[src/rtl/prog_counter3_if.sv]
// Fetch-stage PC request/response bundle: redirect requests in, fetch address and RAS flags out.
// Addresses use [0:WIDTH-1] numbering, so bit 0 is the MSB.
interface prog_counter3_if #(
   parameter int WIDTH = 32
);
   logic             stall;
   logic             br_en;
   logic             call;
   logic             ret;
   logic [0:WIDTH-1] br_tgt;
   logic [0:WIDTH-1] pc;
   logic [0:WIDTH-1] next_pc;
   logic             ras_empty;
   logic             ras_full;
   logic             ras_err;

   modport master (
      output stall, br_en, call, ret, br_tgt,
      input  pc, next_pc, ras_empty, ras_full, ras_err
   );

   modport slave (
      input  stall, br_en, call, ret, br_tgt,
      output pc, next_pc, ras_empty, ras_full, ras_err
   );
endinterface

[src/rtl/prog_counter3.sv]
// Fetch program counter with stall, branch load and a call/return stack.
// The return-address stack is built only when PC_RAS_EN is defined.
module prog_counter3 #(
   parameter int WIDTH     = 32,
   parameter int STEP      = 4,
   parameter int RESET_VEC = 0,
   parameter int RAS_DEPTH = 4
) (
   input  logic           clk,
   input  logic           rst,
   prog_counter3_if.slave bus
);
   localparam int PW = $clog2(RAS_DEPTH);

   logic [0:WIDTH-1] pc_q, pc_d;
   logic [0:WIDTH-1] seq;

   assign seq         = pc_q + WIDTH'(STEP);
   assign bus.pc      = pc_q;
   assign bus.next_pc = rst ? WIDTH'(RESET_VEC) : pc_d;

   always_ff @(posedge clk or posedge rst) begin
      if (rst) pc_q <= WIDTH'(RESET_VEC);
      else     pc_q <= pc_d;
   end

`ifdef PC_RAS_EN
   // Circular LIFO: top_q indexes the newest entry, so a push into a full
   // stack lands on the oldest slot and discards it.
   logic [0:WIDTH-1] ras_q [RAS_DEPTH];
   logic [PW-1:0]    top_q, top_d;
   logic [PW:0]      cnt_q, cnt_d;
   logic             err_q, err_d;
   logic             push;
   logic             full;

   assign full = (cnt_q == (PW+1)'(RAS_DEPTH));

   always_comb begin
      pc_d  = seq;
      top_d = top_q;
      cnt_d = cnt_q;
      err_d = err_q;
      push  = 1'b0;
      if (bus.stall) begin
         pc_d = pc_q;
      end else if (bus.ret) begin
         if (cnt_q != '0) begin
            pc_d  = ras_q[top_q];
            top_d = top_q - PW'(1);
            cnt_d = cnt_q - (PW+1)'(1);
         end else begin
            err_d = 1'b1;
         end
      end else if (bus.call) begin
         pc_d  = bus.br_tgt;
         push  = 1'b1;
         top_d = top_q + PW'(1);
         if (full) err_d = 1'b1;
         else      cnt_d = cnt_q + (PW+1)'(1);
      end else if (bus.br_en) begin
         pc_d = bus.br_tgt;
      end
   end

   always_ff @(posedge clk or posedge rst) begin
      if (rst) begin
         top_q <= '0;
         cnt_q <= '0;
         err_q <= 1'b0;
      end else begin
         top_q <= top_d;
         cnt_q <= cnt_d;
         err_q <= err_d;
      end
   end

   // Entries are don't-care after reset, so the storage carries no reset.
   always_ff @(posedge clk) begin
      if (push) ras_q[top_d] <= seq;
   end

   assign bus.ras_empty = (cnt_q == '0);
   assign bus.ras_full  = full;
   assign bus.ras_err   = err_q;
`else
   logic unused_ret;

   always_comb begin
      pc_d = seq;
      if (bus.stall)                   pc_d = pc_q;
      else if (bus.call || bus.br_en)  pc_d = bus.br_tgt;
   end

   assign unused_ret    = bus.ret ^ PW[0];
   assign bus.ras_empty = 1'b1;
   assign bus.ras_full  = 1'b0;
   assign bus.ras_err   = 1'b0;
`endif
endmodule

[src/flat_wrapper.sv]
// flat-port wrapper written by rule: the top's interface ports become plain ports
module prog_counter3_flat 
#(
   parameter int WIDTH     = 32,
   parameter int STEP      = 4,
   parameter int RESET_VEC = 0,
   parameter int RAS_DEPTH = 4
)
  (clk, rst, bus_stall, bus_br_en, bus_call, bus_ret, bus_br_tgt, bus_pc, bus_next_pc, bus_ras_empty, bus_ras_full, bus_ras_err);
  prog_counter3_if #(.WIDTH(WIDTH)) bus_i ();
  input  logic clk;
  input  logic rst;
  input wire logic [$bits(bus_i.stall)-1:0] bus_stall;
  input wire logic [$bits(bus_i.br_en)-1:0] bus_br_en;
  input wire logic [$bits(bus_i.call)-1:0] bus_call;
  input wire logic [$bits(bus_i.ret)-1:0] bus_ret;
  input wire logic [$bits(bus_i.br_tgt)-1:0] bus_br_tgt;
  output wire logic [$bits(bus_i.pc)-1:0] bus_pc;
  output wire logic [$bits(bus_i.next_pc)-1:0] bus_next_pc;
  output wire logic [$bits(bus_i.ras_empty)-1:0] bus_ras_empty;
  output wire logic [$bits(bus_i.ras_full)-1:0] bus_ras_full;
  output wire logic [$bits(bus_i.ras_err)-1:0] bus_ras_err;
  assign bus_i.stall = bus_stall;
  assign bus_i.br_en = bus_br_en;
  assign bus_i.call = bus_call;
  assign bus_i.ret = bus_ret;
  assign bus_i.br_tgt = bus_br_tgt;
  assign bus_pc = bus_i.pc;
  assign bus_next_pc = bus_i.next_pc;
  assign bus_ras_empty = bus_i.ras_empty;
  assign bus_ras_full = bus_i.ras_full;
  assign bus_ras_err = bus_i.ras_err;
  prog_counter3 #(.WIDTH(WIDTH), .STEP(STEP), .RESET_VEC(RESET_VEC), .RAS_DEPTH(RAS_DEPTH)) u_core (.clk(clk), .rst(rst), .bus(bus_i));
endmodule
[config.mk]
export PLATFORM = sky130hd
export DESIGN_NAME = prog_counter3_flat
export DESIGN_NICKNAME = d
export VERILOG_FILES = /design/src/rtl/prog_counter3_if.sv /design/src/rtl/prog_counter3.sv /design/src/flat_wrapper.sv
export SDC_FILE = /design/constraint.sdc
export NUM_CORES = 1
export LEC_CHECK = 0
export CAP_MARGIN = 30
export CORE_MARGIN = 1.5
export CORE_UTILIZATION = 47
export DETAILED_ROUTE_END_ITERATION = 7
export GPL_ROUTABILITY_DRIVEN = 0
export PLACE_DENSITY = 0.85
export SLEW_MARGIN = 0
export SYNTH_ARGS = -nofsm -noshare
export SYNTH_HDL_FRONTEND = slang
export SYNTH_SLANG_ARGS = --single-unit
[constraint.sdc]
create_clock -name clk -period 4.2 [get_ports clk]
set_input_delay 0.42 -clock clk [delete_from_list [all_inputs] [get_ports clk]]
set_output_delay 0.42 -clock clk [all_outputs]
set_load 0.005 [all_outputs]
### Clock nets

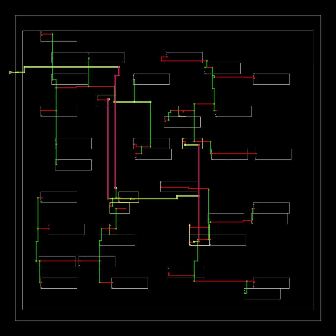
Seq Cell Count: 32
CLK BUF: 6
Clock Sinks: 32
Num CTS Buffers: 5
clk pwr: 256 uW

### Gate-type map

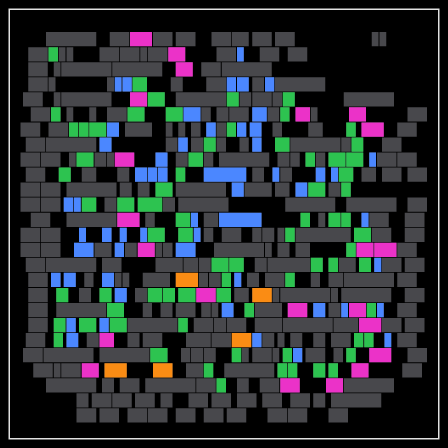
- non-inverting ao/oa cells: magenta (cells 22)
- mux cells: orange (cells 5; where bottom middle)
- nor cells: blue (cells 55)
- aoi and oai cells: green (cells 73)
most numerous logic cell after layout: clkdlybuf4s50_1
Post-Layout Cell Count: 474

==> deck_impl_summary.md <==
Synthesis and Place & Route Summary

Worst setup path
  – Worst path cell trace: ha_1, nand3_1, nor4_4, a211oi_2, nor4_1, clkdlybuf4s50_1
  – Worst r2r dst: u_core.bus.pc[15]
  – Crit-path leading delay family: simple AND/OR/NAND/NOR gates
  – RR Startpoint: u_core.bus.pc[29]
  – Worst Setup End Kind: output port
  – Critical Path Stages: 6
  – Data required, critical path: 3.78 ns
  – Slowest stage delay, CP: 0.72 ns
  – Worst reg-to-reg path cell count: 5
  – Crit path launch: u_core.bus.pc[29]
  – Worst path slowest cell: nor4_4
  – CP arrival: 3.09 ns
  – Setup crit end: bus_next_pc[26]
  – Worst Path Buf+Inv: 1

Power
  – Gate power share: 0.364
  – Power, Total: 1060 uW
  – Clock share of power: 0.241
  – Highest-power group: registers
  – PwrDens: 286 mW/mm^2
  – Cell internal pwr: 698 uW
  – Comb pwr: 386 uW
  – Seq pwr: 418 uW
  – Sw Ratio: 0.342
  – Sequential fraction of design power: 0.394
  – Leakage power: 0.00139 uW

Yosys
  – Async S/R FF share, synth: 1.00
  – Synth Seq Share: 0.308
  – Top cells by area: dfrtp_1, a21oi_1, nand3_1
  – Top cell type's share of synthesized area: 0.308
  – Yosys cell count: 320
  – Count leader, synth: dfrtp_1
  – Mapped Cells: 320
  – Post-Synth AOI/OAI Area: 0.266
  – Average cell area after synthesis: 8.12 um^2
  – Unique masters post-synth: 64
  – Xor-xnor portion of the synthesized cell area: 0
  – Simple-gate area share of the yosys netlist: 0.328
  – Registers, synthesis: 32
  – EDFF count, synth: 0
  – Mux share: 0.0202
  – Adder Area Share: 0.00481
  – Synth Flop Type: dfrtp_1
  – Top non-seq family: simple AND/OR/NAND/NOR gates
  – Synth warn: 0
  – Area reported by Yosys stat: 0.00260 mm^2
  – Largest area contributor in the netlist: dfrtp_1

Timing
  – Unrepaired setup endpoints after global routing: false
  – Final Hold Fails: 0
  – Max frequency: 285 MHz
  – Worst Skew: 0.00810 ns
  – Slew @ Worst Pin: 0.690 ns
  – Cycle use final: 0.836
  – Final WS setup: 0.689 ns
  – Min cycle time layout: 3.51 ns
  – Slew HR: 0.537
  – Final slew viol count: 0
  – Setup violations, final: 0
  – Setup TNS: 0 ns
  – Min Hold Slack: 0.495 ns

Routing
  – Vias per inst: 6.57
  – Post-route ant nets: 0
  – Routed wire length: 8790 um
  – DRC violations left: 0
  – Drt wl/cell: 18.5 um
  – Drt first pass iters: 5
  – Starting DRC count in detailed routing: 315

GRT
  – GR Util All Layers: 0.304
  – Antenna violations before repair: 0
  – Largest net degree at the start of global routing: 25
  – Vias in the first global route: 2899
  – First-pass GRT wire length: 14600 um

Finish
  – Ant diodes: 0
  – Max reg flops: 32
  – Most common logic cells in the final layout: clkdlybuf4s50_1, dfrtp_1, nand2_1, a21oi_1, nand3_1
  – Synth-to-layout area growth: 42.6%
  – Fraction of layout cells with a size suffix above 1: 0.0965
  – Final nets: 442

Clock network
  – Hold-fix buffers at CTS: 0
  – Max Root-Sink Buffers: 2
  – CTS tree: done
  – Post-CTS sizing: 0
  – H-tree levels: 2
  – Clk root buf: clkbuf_8

Die
  – Core Box Area: 0.00520 mm^2
  – Cell Rows: 26
  – Die height: 77.4 um
  – Initial Util: 0.499
  – Ports: 105
  – Die X: 77.4 um
  – Die area: 0.00598 mm^2

Worst hold path
  – Hold Path Origin: u_core.bus.pc[31]
  – Hold-critical path depth: 2
  – Worst hold path class: reg -> reg

Placement
  – Hpwl dp: 6320 um
  – Port Buf Inserts: 100
  – Pre-CTS setup slack: 0.902 ns

Job
  – MaxCap Viol Count: 0

Run status
  – Outcome: finished clean
## metrics by stage
step / cells / area, um^2 / util
6_report: 474 / 3700 / 0.712
5_1_grt: 474 / 3700 / 0.712
3_5_place_dp: 466 / 3610 / 0.694
2_1_floorplan: 321 / 2600 / -
3_3_place_gp: 465 / 3580 / 0.689
4_1_cts: 474 / 3700 / 0.712
## cell type report
type                    instances  area (um^2)
fillers                       414         1500
flip-flops and latches         32          801
clock inverters                 2         10.0
inverters                       3         11.3
multi-input cells             252         1620
repair buffers                109         1090
clock buffers                   6         82.6
well taps                      70         87.6
## per-layer routing
layer  up-vias  part of all wire  global-route usage
met5         -                 0                   0
met4         0             0.026               0.111
met3        26             0.090              0.0494
met2       188              0.47               0.491
met1      1495              0.41               0.409
li1       1405                 -                   -
Power and IR drop assume default switching activity.
